File: config.mk
export PLATFORM = sky130hd
export DESIGN_NAME = seg_scan_ctrl
export DESIGN_NICKNAME = d
export VERILOG_FILES = /design/src/rtl/seg_pkg.sv /design/src/rtl/seven_segment.sv /design/src/rtl/seg_scan_ctrl.sv
export SDC_FILE = /design/constraint.sdc
export NUM_CORES = 1
export LEC_CHECK = 0
export CAP_MARGIN = 20
export CORE_MARGIN = 4
export CORE_UTILIZATION = 35
export DETAILED_ROUTE_END_ITERATION = 16
export PLACE_DENSITY_LB_ADDON = 0.2
export REMOVE_ABC_BUFFERS = 1
export SETUP_SLACK_MARGIN = 0.3
export SYNTH_ARGS = -nofsm -noshare
export SYNTH_HDL_FRONTEND = slang
export SYNTH_HIERARCHICAL = 1
export SYNTH_SLANG_ARGS = --single-unit
File: constraint.sdc
create_clock -name clk -period 5.9 [get_ports clk]
set_input_delay 1.77 -clock clk [delete_from_list [all_inputs] [get_ports clk]]
set_output_delay 1.77 -clock clk [all_outputs]
set_load 0.01 [all_outputs]
File: src/rtl/seg_pkg.sv
// Shared types and constants for the multiplexed 7-segment scan controller.
package seg_pkg;

    localparam logic [7:0] SEG_BLANK = 8'hFF;

    typedef enum logic {
        ST_BLANK,
        ST_SHOW
    } scan_state_t;

    // Wide all-ones anode pattern; callers slice it down to their digit count.
    function automatic logic [31:0] ANODE_OFF();
        return '1;
    endfunction

endpackage

File: src/rtl/seven_segment.sv
// Hex digit to active-low {dp,g..a} segment decoder for common-anode displays.
module seven_segment (
    input  logic [3:0] digit,
    input  logic       dp_enable,
    output logic [7:0] segments
);

    logic [6:0] pattern;

    always_comb begin
        pattern = 7'h7F;
        case (digit)
            4'h0: pattern = 7'h40;
            4'h1: pattern = 7'h79;
            4'h2: pattern = 7'h24;
            4'h3: pattern = 7'h30;
            4'h4: pattern = 7'h19;
            4'h5: pattern = 7'h12;
            4'h6: pattern = 7'h02;
            4'h7: pattern = 7'h78;
            4'h8: pattern = 7'h00;
            4'h9: pattern = 7'h10;
            4'hA: pattern = 7'h08;
            4'hB: pattern = 7'h03;
            4'hC: pattern = 7'h46;
            4'hD: pattern = 7'h21;
            4'hE: pattern = 7'h06;
            4'hF: pattern = 7'h0E;
            default: pattern = 7'h7F;
        endcase
    end

    assign segments = {~dp_enable, pattern};

endmodule

File: src/rtl/seg_scan_ctrl.sv
// Time-multiplexed N-digit scan controller with per-slot blanking and
// frame-aligned double buffering of the displayed value.
module seg_scan_ctrl
    import seg_pkg::*;
#(
    parameter int NUM_DIGITS      = 4,
    parameter int TICKS_PER_DIGIT = 50000,
    parameter int BLANK_TICKS     = 500
) (
    input  logic                      clk,
    input  logic                      rst,
    input  logic [4*NUM_DIGITS-1:0]   value,
    input  logic [NUM_DIGITS-1:0]     dp_mask,
    input  logic [NUM_DIGITS-1:0]     digit_en,
    input  logic                      load,
    output logic [NUM_DIGITS-1:0]     anodes,
    output logic [7:0]                segments,
    output logic                      frame_done
);

    localparam int CW = $clog2(TICKS_PER_DIGIT);
    localparam int IW = $clog2(NUM_DIGITS);
    localparam logic [31:0]           OFF_WIDE = ANODE_OFF();
    localparam logic [NUM_DIGITS-1:0] OFF_ALL  = OFF_WIDE[NUM_DIGITS-1:0];
    localparam logic [NUM_DIGITS-1:0] ONE_LOW  = NUM_DIGITS'(1);

    if (BLANK_TICKS >= TICKS_PER_DIGIT - 1) begin : g_bad_blank
        $error("seg_scan_ctrl: BLANK_TICKS must be < TICKS_PER_DIGIT-1");
    end

    scan_state_t             state;
    logic [CW-1:0]           cnt;
    logic [IW-1:0]           idx;

    logic [4*NUM_DIGITS-1:0] active_val, pend_val;
    logic [NUM_DIGITS-1:0]   active_dp, pend_dp;
    logic [NUM_DIGITS-1:0]   active_en, pend_en;
    logic                    pend_valid;

    logic                    slot_end, last_slot, boundary;
    logic [3:0]              cur_digit;
    logic                    cur_dp, cur_en;
    logic [7:0]              dec_seg;

    assign slot_end  = (cnt == CW'(TICKS_PER_DIGIT - 1));
    assign last_slot = (idx == IW'(NUM_DIGITS - 1));
    assign boundary  = slot_end && last_slot;

    assign cur_digit = active_val[4*idx +: 4];
    assign cur_dp    = active_dp[idx];
    assign cur_en    = active_en[idx];

    seven_segment u_dec (
        .digit     (cur_digit),
        .dp_enable (cur_dp),
        .segments  (dec_seg)
    );

    // Slot/digit counters, BLANK/SHOW state and the output registers, which
    // lag the state by one cycle so anodes and segments always move together.
    always_ff @(posedge clk or posedge rst) begin
        if (rst) begin
            state      <= ST_BLANK;
            cnt        <= '0;
            idx        <= '0;
            anodes     <= OFF_ALL;
            segments   <= SEG_BLANK;
            frame_done <= 1'b0;
        end else begin
            if (slot_end) begin
                cnt   <= '0;
                idx   <= last_slot ? '0 : idx + 1'b1;
                state <= ST_BLANK;
            end else begin
                cnt <= cnt + 1'b1;
                if (cnt == CW'(BLANK_TICKS - 1))
                    state <= ST_SHOW;
            end

            if (state == ST_SHOW && cur_en) begin
                anodes   <= ~(ONE_LOW << idx);
                segments <= dec_seg;
            end else begin
                anodes   <= OFF_ALL;
                segments <= SEG_BLANK;
            end

            frame_done <= boundary;
        end
    end

    // A load on the boundary itself skips pending so it is not lost a frame.
    always_ff @(posedge clk or posedge rst) begin
        if (rst) begin
            active_val <= '0;
            active_dp  <= '0;
            active_en  <= '0;
            pend_val   <= '0;
            pend_dp    <= '0;
            pend_en    <= '0;
            pend_valid <= 1'b0;
        end else if (boundary && load) begin
            active_val <= value;
            active_dp  <= dp_mask;
            active_en  <= digit_en;
            pend_valid <= 1'b0;
        end else if (boundary && pend_valid) begin
            active_val <= pend_val;
            active_dp  <= pend_dp;
            active_en  <= pend_en;
            pend_valid <= 1'b0;
        end else if (load) begin
            pend_val   <= value;
            pend_dp    <= dp_mask;
            pend_en    <= digit_en;
            pend_valid <= 1'b1;
        end
    end

endmodule
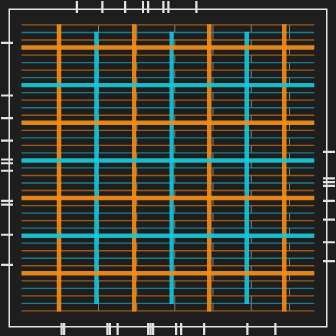
run_1/power_grid.png
Pins as bars on the die edge. Tap cells in gray.
VSS: marked orange. VDD: marked cyan.
7 straps on met4. The core has 38 rows. 140 tap cells.

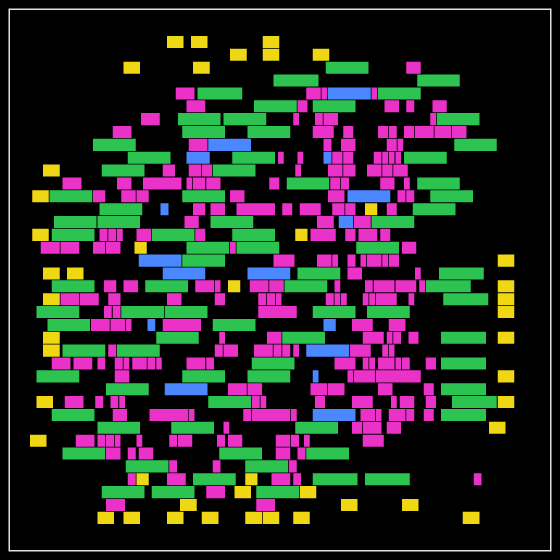
run_1/placement_by_type.png
combinational and other logic: marked magenta, cells 233. sequential cells: marked green, cells 81. remaining buffers and delay cells: marked yellow, cells 45. clock drivers and dummy loads: marked blue, cells 16.
register share of the cell area: 43.39%
cell area after layout: 0.004706 mm^2

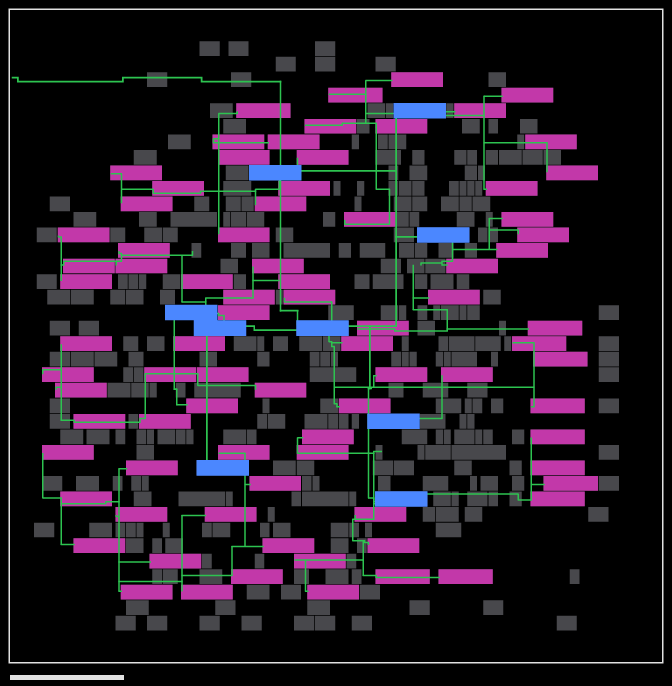
run_1/clk_routes.png
The bar under the picture is 20 um long.
clock wires: marked green, length 1060 um. clock drivers: marked blue, count 9. flip-flops: marked magenta, count 81.
There are 10 routed clock nets.
clk_skew: 7.629 ps
part of the total power dissipated in the clock network: 43.6%
reported clock group power: 0.512 mW
Latency at later pin: 330 ps

==> notes.md, run 1 <==
The following summarizes the physical implementation.

Setup path
The critical setup path kind is in -> reg. In this run the critical path is formed by clkdlybuf4s50_1, nor2b_1, buf_4, a22oi_1, o2bb2ai_1. The family with the most delay on the worst path is buffers and inverters.

The arrival time of the worst setup path is 3740 ps. STA classifies the critical path endpoint as a register. The number of buffers and inverters on the critical path is 2. The critical path maximum fanout is 17. The required time of the critical path is 6150 ps. The biggest cell delay along the critical path is 730 ps.

The sort of element at the start of the critical path is an input port. The cell with the biggest individual delay on the critical path is sky130_fd_sc_hd__clkdlybuf4s50_1.

CTS
Post-CTS timing repair inserted 0 buffers for setup. The TritonCTS buffer count is 9. The number of clock sinks came to 81. Gates resized during post-CTS repair numbered 0. The worst-case clock buffer depth is 2.

The hold buffer count at CTS is 0. The clock transition at the registers of the reported paths is 60 ps. The TritonCTS clock tree is yes. The tree is rooted in a sky130_fd_sc_hd__clkbuf_16. The number of H-tree levels is 3.

STA
The total count of hold-check failures in the final report is 0. The achievable frequency is 286.5 MHz. The tightest slew margin relative to the limit is 36.93%. The pin closest to its max-slew limit shows a slew of 937.4 ps. Setup repair after global routing left no endpoint under its margin. Counting pins that exceed their max-slew limit in the final report gives 0. The time the worst path needs with I/O delays and setup is 3490 ps. The tightest hold path in the finished design has a slack of 486.5 ps. The worst path uses 59.16% of the clock period. The setup total negative slack is 0 ps.

Endpoints with negative setup slack in the final report add up to 0.

Place
The number of instances in the placed design is 499. The global placement routability congestion is 0.7909. In this run the tool buffered the top-level ports with 39 buffer cells. The cell area after placement is 0.004432 mm^2.

The HPWL after detailed placement is 5.437 mm.

Global routing
Entering global routing, the biggest net connects 54 pins. The global routing report lists combined usage of all routing layers as 13.69%. The number of global-route vias before repair was 2728. The remaining global-route overflow is 0. The first global-routing pass estimated 14.23 mm of wire. The number of antenna violations at the first check in global routing is 0.

Detailed routing
The wire length after detailed routing is 8.241 mm. Per the detail_route report, vias per standard cell equal 5.278. The first detailed-routing pass took 5 iterations. The residual antenna-violating net count after detailed routing is 0.

The DRC violation count after routing is 0. The number of DRC markers in iteration 0 is 111. Per the detail_route report, the via count comes to 2718.

In the final routed layout, each cell accounts on average for 16.00 um.

Die
The overall chip area is 0.01304 mm^2. The core region is 0.01094 mm^2. Per the OpenROAD floorplan log, the width of the die is 114.2 um. The die extent in y is 114.2 um. During I/O placement, the number of pins put on the boundary was 40. For reference, the placement row count at floorplan is 38.

The starting utilization of the core area is 36.10%.

Synth
In this run, distinct cell masters in the synthesized netlist total 44. The number of cell instances after yosys synthesis is 339. After synthesis, the share of flip-flops with an asynchronous set or reset is 100.0%. Before any placement, the netlist area is recorded as 0.003948 mm^2. In this run the mean area of a mapped cell was 11.64 um^2. The top cell type by area accounts for 43.74% of the synthesized area.

The proportion of synthesized chip area in sequential cells is 51.73%. By area the synthesized netlist is led by sky130_fd_sc_hd__dfrtp_1, sky130_fd_sc_hd__dfstp_2, sky130_fd_sc_hd__mux2_2. The synthesized design contains 81 register bits. The synthesis report names the predominant flop master as sky130_fd_sc_hd__dfrtp_1. The number of enable-type register cells in the synthesized netlist is 0. The cell type that accounts for the most area after synthesis is sky130_fd_sc_hd__dfrtp_1.

The warning tally printed by Yosys for this design is 6. The cell count after synthesis came out at 339. Post-synthesis, Yosys gives the total cell area as 0.003948 mm^2.

Layout
The final standard cell count with taps included and fillers excluded is 515. Cells fill 43.03% of the core in the end. The repair_antennas step left the layout with diodes totalling 0. Compared with the post-synthesis result, the final layout area differs by 19.21%.

The fraction of layout instances using a drive strength above 1 is 18.93%. The top cell type in the final layout, fill and taps aside, is sky130_fd_sc_hd__dfrtp_1. By instance count after routing, the leading logic cell types are sky130_fd_sc_hd__dfrtp_1, sky130_fd_sc_hd__clkdlybuf4s50_1, sky130_fd_sc_hd__nand3_1. The final layout contains 409 nets.

Pwr
In this run the static leakage power is 1.880 nW. The peak ir drop on the vdd network is 0.1156 mV. The power per standard cell area is 249.6 mW/mm^2.

Status
The flow ran to the end, and the final reports show no timing, DRC or antenna violations.

Flow run
The number of warnings the tools reported is 34. The number of max-cap violations is 0.

Worst hold path
The worst hold-check path type is reg -> reg.
## run 1: registers in the layout, indices dropped and copies added, names as in the netlist, 2 cells and up
name and flops:
active_val 16, anodes 4, active_dp 4, idx 2
segments 8, cnt 16, pend_dp 4, active_en 4
pend_val 16, pend_en 4
## run 1: report_power, final
group | switching, mW | internal (mW)
registers | 0.0105 | 0.576
logic | 0.0344 | 0.0415
clock network | 0.217 | 0.295
## run 1: through the flow
| step | power (mW) | worst slack, ps |
|---|---|---|
| final | 1.174 | 2410 |
| after global routing | 1.225 | 2209 |
| after CTS | 1.194 | 2450 |
| after detailed placement | 0.6728 | 2107 |
| after global placement | 0.6719 | 2145 |
| after floorplan | 0.6351 | 1996 |
## run 1: synth_stat cells, drive strengths merged, types with 12 or more instances
master and n:
ha 12, nand2 25, clkbuf 18, a32oi 15
mux2 25, dfstp 12, dfrtp 69, nor2 18
nand3 35
## run 1: cells by family (layout without fill, tap and decap cells)
group / count (synthesis) / after routing / synth area share, %
buffers and inverters: 34 / 70 / 4.247
adder cells (fa/ha/maj): 12 / 12 / 3.803
multiplexers: 36 / 36 / 12.23
XOR/XNOR: 13 / 13 / 2.884
AND/OR/NAND/NOR: 119 / 119 / 16.36
AND-OR/OR-AND: 44 / 44 / 8.748
flip-flops: 81 / 81 / 51.73
## run 1: cell type report
type	instances	area, um^2
Clock buffer	11	242.7
Multi-Input combinational cell	224	1744
Clock inverter	5	31.28
Fill cell	1095	6230
Inverter	9	35.03
Sequential cell	81	2042
Timing Repair Buffer	45	435.4
Tap cell	140	175.2
## run 1: path summary, 6_finish.rpt
kind | startpoint | endpoint | slack (ps) | cells after the start
min | active_en[2]$_DFFE_PP0P_ | active_en[2]$_DFFE_PP0P_ | 490 | 1
max reg2reg | idx[0]$_DFFE_PP0N_ | pend_en[0]$_DFFE_PP0P_ | 2850 | 5
max | load | active_val[3]$_DFFE_PP0P_ | 2410 | 5
max in group asynchronous | rst | active_dp[3]$_DFFE_PP0P_ | 3090 | 3
min reg2reg | active_en[2]$_DFFE_PP0P_ | active_en[2]$_DFFE_PP0P_ | 490 | 1
min in group asynchronous | rst | active_val[0]$_DFFE_PP0P_ | 1930 | 2
## run 1: worst register-to-register path, delay by kind of cell (launching register included)
family / cells / cell delay (ps)
and+or+nand+nor: 3 / 1510
DFF: 1 / 700
muxes: 1 / 390
adders and majority gates: 1 / 330
## run 1: metal layers
metal	wire length (um)	vias to the layer above	part of all wire [%]	global-route usage, %
met2	3915	57	48	20.92
met4	114	0	1.4	4.751
met1	3944	1350	48	19.45
met3	267	10	3.2	2.696
li1	-	1301	-	-
met5	0	-	0	0
run_1/wires.png
The bar under the picture is 20 um long.
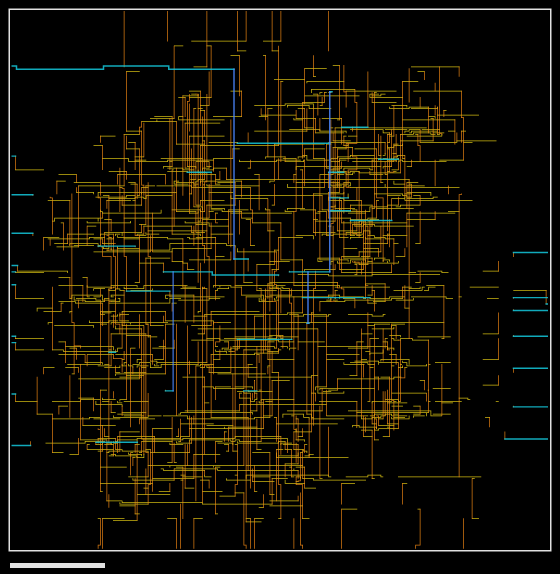

## Run 2: what changed since run 1
- clock period: 5.9 -> 2.95 ns (I/O delays scaled with it)
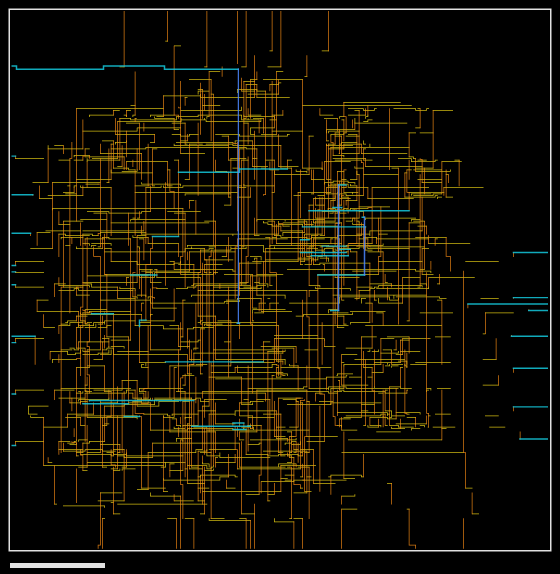
run_2/wires.png
The bar under the picture is 20 um long.
metal 1: marked yellow, wire length 4090 um. metal 4: marked blue, wire length 92.5 um. metal 2: marked orange, wire length 4060 um. metal 3: marked cyan, wire length 322 um.

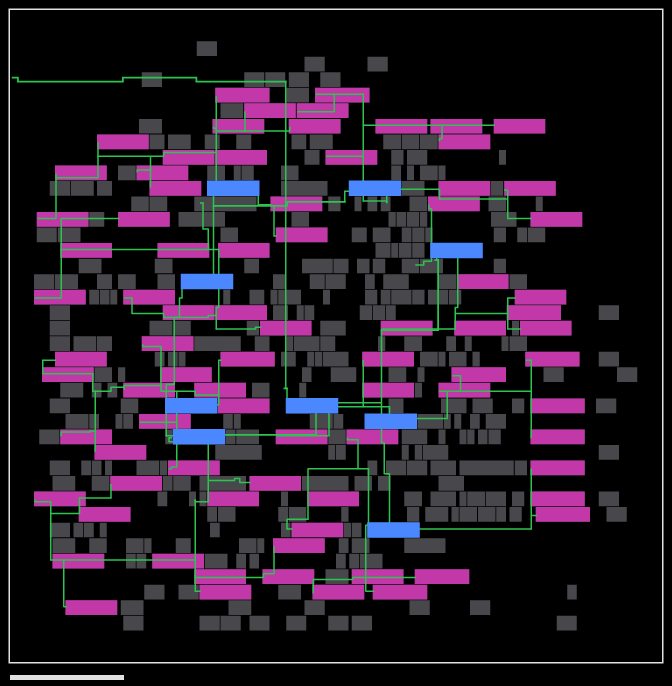
run_2/clk_routes.png
The bar under the picture is 20 um long.
clock wires: marked green, length 1100 um. flip-flops: marked magenta, count 81. clock drivers: marked blue, count 9.
There are 10 routed clock nets. Position of the flops: all over the die.

==> notes.md, run 2 <==
The following summarizes the physical implementation.

Synth
The yosys-reported design area after synthesis is 0.003948 mm^2. For reference, XOR and XNOR gates occupy 2.884% of the area reported after synthesis. The per-instance average area after synthesis is 11.64 um^2.

The area share of and/or/nand/nor cells after synthesis is 16.35%. The area fraction in mux cells is 12.23%. Synthesis handed over a netlist of 339 instances. The largest combinational cell category by area is simple AND/OR/NAND/NOR gates. The post-synth count of flops with an enable pin is 0.

In the Yosys report the total cell count is 339. Ranked by total cell area, the synthesized netlist is headed by sky130_fd_sc_hd__dfrtp_1, sky130_fd_sc_hd__dfstp_2, sky130_fd_sc_hd__mux2_2. By count the netlist is led by sky130_fd_sc_hd__dfrtp_1, sky130_fd_sc_hd__nand3_1, sky130_fd_sc_hd__mux2_2, sky130_fd_sc_hd__nand2_1. After Yosys synthesis, full adders, half adders and majority gates account for 3.803% of the synthesized area.

Summing every instance area after synthesis gives 0.003948 mm^2.

Detailed routing
The via density per instance is 5.316. The number of DRC markers in iteration 0 is 106. The residual antenna-violating net count after detailed routing is 0.

For this run, design rule violations remaining after detail routing come to 0. The total via count in the routed design is 2759. The script logs the mean routed wire length per placed instance as 16.50 um.

Die
The number of core rows is 38. The core region is 0.01094 mm^2. The horizontal die dimension reported for this design is 114.2 um.

The vertical die dimension reported for this design is 114.2 um. 40 I/O pins were placed. The overall chip area is 0.01304 mm^2.

The starting utilization of the core area is 36.10%.

Global routing
The number of global-route vias before repair is 2857. Entering global routing, the biggest net connects 60 pins. Overall routing resource usage recorded by global route was 14.50%.

Setup path
The peak fanout along the critical path is 10. The required time of the critical path is 3160 ps. The OpenROAD report gives the critical path a data arrival time of 2710 ps.

For reference, the most critical setup path is categorized as reg -> reg. The worst setup path is launched from a register.

Layout
The fill cell instance count of the final layout is 1052. The highest-count logic cell in the final layout is sky130_fd_sc_hd__dfrtp_1. The repair_antennas step left the layout with diodes totalling 0. For this run, the number of standard cells in the final layout without fillers is 519. The largest registers in the layout are active_val: 16 flops, cnt: 16 flops, pend_val: 16 flops. The end-of-flow core utilization is 43.57%.

Pwr
The leakage power figure is 1.907 nW. The peak ir drop on the vdd network is 0.2662 mV. The power per standard cell area is 506.1 mW/mm^2.

CTS
The CTS root buffer is sky130_fd_sc_hd__clkbuf_16. Counting along the longest clock path gives a buffer depth of 2. The TritonCTS clock tree is yes. The clock transition at the registers of the reported paths is 60 ps. The clock H-tree reported by CTS has 3 levels. The later-pin clock latency in the skew report is 330 ps.

Flow run
The number of warnings reported in the stage logs is 34.

Worst hold path
The worst hold-check path type is reg -> reg.

STA
The total count of hold-check failures in the final report is 0. Setup repair after global routing left no endpoint under its margin. The tightest slew margin relative to the limit is 65.37%. The number of max-slew violations in the final report is 0. The setup-violating endpoint count in the final report is 0. Static timing analysis puts the maximum clock frequency at 398.9 MHz.

The smallest clock period supported by the final layout is computed as 2507 ps.

Place
The global placement routability congestion is 0.7748. In this run, placement finished with an instance count of 503. Once detailed placement completed, the half-perimeter wirelength came to 5.619 mm.

Status
The run finished with clean final reports.
[run 2: repair_timing]
item                                    in CTS  in global routing
endpoints found under the setup margin       0                 33
resized                                      0                  2
setup buffers                                0                  0
[run 2: logic make-up (layout without fill, tap and decap cells)]
group                      after synthesis  in the layout
and+or+nand+nor                        119            119
DFF                                     81             81
AOI/OAI and AO/OA                       44             44
muxes                                   36             36
buffers and inverters                   34             74
xor gates and xnor gates                13             13
adders and majority gates               12             12
[run 2: where the power goes]
group	switching (mW)	total, mW	internal, mW	leakage, nW
sequential	0.0203	1.17	1.15	0.926
combinational	0.0697	0.155	0.0856	0.841
clock	0.430	1.08	0.654	0.139
[run 2: cell type report]
class	instances	area (um^2)	area share, %
clock buffer	11	232.7	4.884
clock inverter	5	56.30	1.182
inverter	9	35.03	0.7353
multi-input combinational	224	1744	36.61
sequential	81	2043	42.88
tap	140	175.2	3.676
timing repair buffer	49	478.0	10.03
[run 2: critical path, stage by stage, from the launching register on]
cell	delay, ps
sky130_fd_sc_hd__dfrtp_1	430
sky130_fd_sc_hd__or4_4	600
sky130_fd_sc_hd__or4_1	740
sky130_fd_sc_hd__or2_1	440
sky130_fd_sc_hd__o2bb2ai_1	180
[run 2: per-layer routing]
metal,routed length [um],GRT usage [%],vias up
li1,-,-,1312
met1,4092,20.28,1371
met2,4057,22.37,70
met3,322,3.013,6
met4,92,5.146,0
met5,0,0,-
[run 2: worst paths after layout]
path,start,end,slack (ps),depth (start not counted)
setup / recovery,cnt[10]$_DFF_PP0_,active_dp[0]$_DFFE_PP0P_,440,4
hold / removal,active_dp[1]$_DFFE_PP0P_,active_dp[1]$_DFFE_PP0P_,490,1
setup reg to reg,cnt[10]$_DFF_PP0_,active_dp[0]$_DFFE_PP0P_,440,4
hold reg to reg,active_dp[1]$_DFFE_PP0P_,active_dp[1]$_DFFE_PP0P_,490,1
max in group asynchronous,rst,anodes[3]$_DFF_PP1_,1400,3
min in group asynchronous,rst,cnt[12]$_DFF_PP0_,860,2
[run 2: metrics by stage]
stage | TNS, ps | worst slack (ps) | power, mW | hold WS, ps | cell area (um^2)
finish | 0 | 442.8 | 2.411 | 491.1 | 4765
floorplan | -14300 | -953.6 | 1.270 | 450.9 | 3814
CTS | 0 | 320.9 | 2.451 | 494.2 | 4763
global route | 0 | 337.3 | 2.528 | 508.0 | 4765
global placement | 0 | 445.9 | 1.346 | 466.7 | 4474
detailed placement | 0 | 341.3 | 1.349 | 475.9 | 4474
run_2/placement_by_type.png
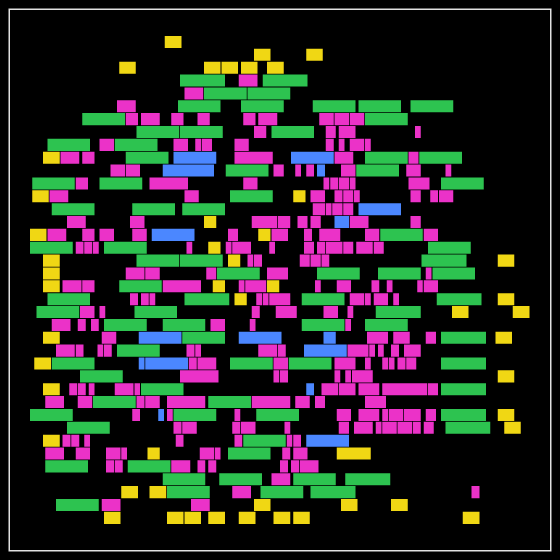

## Run 3: what changed since run 2
- clock period: 2.95 -> 2.4 ns (I/O delays scaled with it)
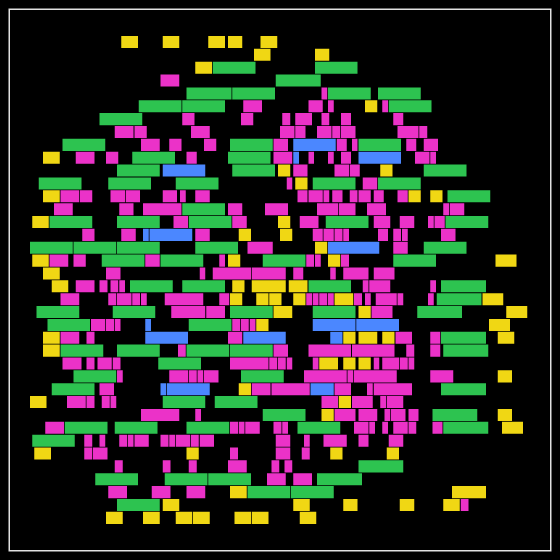
run_3/placement_by_type.png
sequential cells: marked green, cells 81. remaining buffers and delay cells: marked yellow, cells 75. clock drivers and dummy loads: marked blue, cells 16. combinational and other logic: marked magenta, cells 235.

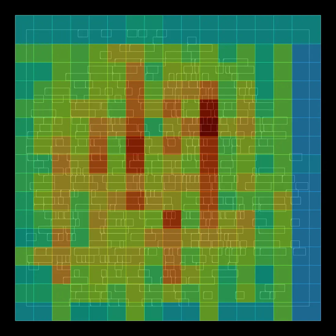
run_3/congestion.png
routed len/inst: 15.87 um
Total Routing Usage GR: 14.38%

==> notes.md, run 3 <==
The following summarizes the physical implementation.

Synth
Warnings reported by Yosys during synthesis add up to 6. The biggest area contributor in the post-synthesis netlist is sky130_fd_sc_hd__dfrtp_1. The share of the Yosys chip area taken by registers is 51.73%. Counting flops with a built-in enable in the synthesized netlist gives 0. The yosys-reported design area after synthesis is 0.003948 mm^2.

The number of standard cells after synthesis is 339. The per-instance average area after synthesis is 11.64 um^2. The most instantiated flip-flop cell in the synthesis netlist is sky130_fd_sc_hd__dfrtp_1. For this run, asynchronously set or reset flops after synthesis account for 100.0%.

The synthesized netlist occupies a cell area of 0.003948 mm^2. The synthesized netlist was found by Yosys to have 339 cells. The most instantiated library cell after synthesis is sky130_fd_sc_hd__dfrtp_1. The number of register bits inferred by synthesis is 81.

After synthesis, the cell types taking the most area are sky130_fd_sc_hd__dfrtp_1, sky130_fd_sc_hd__dfstp_2, sky130_fd_sc_hd__mux2_2. The area share of the largest cell type after synthesis is 43.74%. Sorting the synthesized cells by how often they occur yields sky130_fd_sc_hd__dfrtp_1, sky130_fd_sc_hd__nand3_1, sky130_fd_sc_hd__mux2_2, sky130_fd_sc_hd__nand2_1. Per the synthesis report, the number of distinct cell types is 44.

CTS
Per the CTS log, the maximum H-tree level is 3. The CTS root buffer is sky130_fd_sc_hd__clkbuf_16. In this run, post-CTS hold repair placed 0 buffers. The timing report gives the clock slew at the launch and capture registers of the worst setup and hold paths as 60 ps.

The TritonCTS clock tree is yes. Per the TritonCTS log, the buffer count is 9. Clock tree synthesis found a total of 81 sinks. The later-pin clock latency in the skew report is 330 ps. The worst-case clock buffer depth is 2.

Detailed routing
The total via count in the routed design is 2863. The script parses the final routing iteration and logs DRC violations as 0. The first TritonRoute pass finished after 4 iterations.

The residual antenna-violating net count after detailed routing is 0. Once iteration 0 of detailed routing completed, the report listed 143 DRC markers. The wire length after detailed routing is 8.683 mm. Using the TritonRoute via totals, the vias-per-cell ratio works out to 5.234.

STA
Clock skew on the completed layout was measured at 9.415 ps. The achievable frequency is 459.0 MHz. The share of the clock period used by the worst path after layout is 90.78%. The setup-violating endpoint count in the final report is 0.

The critical path in the final layout is reported with a setup slack of 221.4 ps. The number of max-slew violations in the final report is 0. The slew check shows that the tightest pin keeps a relative margin of 60.58%. The time the worst path needs with I/O delays and setup is 2179 ps.

Setup repair after global routing could not meet its margin everywhere. Per the final timing report, the hold violations number 0. The actual transition at the worst max-transition pin is 591.3 ps.

Place
The global placement routability congestion is 0.8275. Counting tap cells, the placed design contains a total of 517 instances. The HPWL after detailed placement is 5.594 mm.

The post-placement worst setup slack is 38.06 ps. The number of port buffers is 39.

Layout
Ranking logic cells in the layout by count gives the top entries sky130_fd_sc_hd__dfrtp_1, sky130_fd_sc_hd__nand3_1, sky130_fd_sc_hd__buf_4. The largest registers in the layout are active_val: 16 flops, cnt: 16 flops, pend_val: 16 flops. Once layout is complete, the utilization of the core stands at 46.72%. Of the cells placed in the final design, the portion with a size suffix greater than 1 is 28.01%.

The final standard cell count with taps included and fillers excluded is 547. The final layout net count is 441. Counting only logic cells after layout, the most numerous master is sky130_fd_sc_hd__dfrtp_1. 0 antenna diodes ended up in the layout.

The area growth from synthesis to layout is 29.41%.

Global routing
Entering global routing, the biggest net connects 82 pins. The first global-routing pass estimated 14.88 mm of wire. The number of antenna violations at the first check in global routing is 0. After global routing the overflow that remains totals 0. The number of global-route vias before repair came to 2882.

Die
The die extent in y is 114.2 um. The number of primary I/O pins is 40. The core region is 0.01094 mm^2.

The overall chip area is 0.01304 mm^2. Before placement the cells fill 36.10% of the core. The horizontal extent of the die is 114.2 um. The initialized floorplan defines 38 standard-cell rows.

Setup path
The arrival time of the worst setup path is 2390 ps. The type of destination of the critical path is a register. The longest incremental delay of any stage on the critical path is reported as 620 ps. The peak fanout along the critical path is 12. In this run the critical path is formed by or4_4, or4b_4, nand2_8, mux2_2.

The sort of element at the start of the critical path is a register. The critical setup path kind is reg -> reg. The cell with the biggest individual delay on the critical path is sky130_fd_sc_hd__or4b_4. The critical path endpoint has a required time of 2610 ps.

Pwr
The power per standard cell area is 585.9 mW/mm^2. The leakage power figure is 2.053 nW. The peak ir drop on the vdd network is 0.4342 mV.

Flow run
The number of max-cap violations is 0. The number of warnings reported in the stage logs is 36.

Status
The flow ran to the end, and the final reports show no timing, DRC or antenna violations.

Worst hold path
The worst hold-check path type is reg -> reg.
==> run 3: final timing paths <==
check / from / to / slack (ps) / depth (start not counted)
max reg2reg: cnt[10]$_DFF_PP0_ / pend_val[13]$_DFFE_PP0P_ / 220 / 4
max: cnt[10]$_DFF_PP0_ / pend_val[13]$_DFFE_PP0P_ / 220 / 4
min in group asynchronous: rst / cnt[4]$_DFF_PP0_ / 780 / 3
min: active_dp[2]$_DFFE_PP0P_ / active_dp[2]$_DFFE_PP0P_ / 480 / 1
max in group asynchronous: rst / segments[1]$_DFF_PP1_ / 1230 / 3
min reg2reg: active_dp[2]$_DFFE_PP0P_ / active_dp[2]$_DFFE_PP0P_ / 480 / 1
==> run 3: cell families (layout without fill, tap and decap cells) <==
| kind of cell | Yosys count | in the layout | share of synthesized area (%) |
|---|---|---|---|
| AND-OR/OR-AND | 44 | 44 | 8.748 |
| XOR/XNOR | 13 | 13 | 2.884 |
| adder cells (fa/ha/maj) | 12 | 12 | 3.803 |
| buffers and inverters | 34 | 100 | 4.247 |
| flip-flops | 81 | 81 | 51.73 |
| multiplexers | 36 | 36 | 12.23 |
| AND/OR/NAND/NOR | 119 | 121 | 16.36 |
==> run 3: timing repair <==
action / in CTS / in global routing
setup buffers: 7 / 5
gates resized: 23 / 15
setup endpoints to repair: 43 / 47
pin swaps: 4 / 3
cloned: 2 / 0
==> run 3: final cells by class <==
cell class                      count  area (um^2)
Clock buffer                       14        254.0
Tap cell                          140        175.2
Fill cell                        1010         5827
Inverter                            9        35.03
Multi-Input combinational cell    226         1856
Timing Repair Buffer               75        709.4
Sequential cell                    81         2042
Clock inverter                      2        37.54
==> run 3: layer usage <==
metal,vias up,part of all wire [%],GRT usage (%)
li1,1377,-,-
met1,1410,48,20.09
met2,65,47,22.40
met3,11,3.7,2.590
met4,0,1.7,5.305
met5,-,0,0
==> run 3: power by group <==
group	leakage [nW]	internal, mW	switching (mW)
sequential	0.928	1.42	0.0244
clock	0.137	0.836	0.519
combinational	0.988	0.110	0.0888
==> run 3: stage by stage <==
stage	total power [mW]	hold slack (ps)	cell area [um^2]	TNS [ps]
after floorplan	1.561	450.9	3814	-51300
after global placement	1.656	466.4	4592	0
after detailed placement	1.660	473.5	4592	0
after CTS	3.031	491.6	5002	0
after global routing	3.121	511.0	5109	0
final	2.993	484.2	5109	0
==> run 3: critical path, delay by kind of cell, from the launching register on <==
family        cells  cell delay (ps)
flops             1              370
mux               1              350
simple gates      3             1340
Power is estimated from default activity; no workload was simulated.
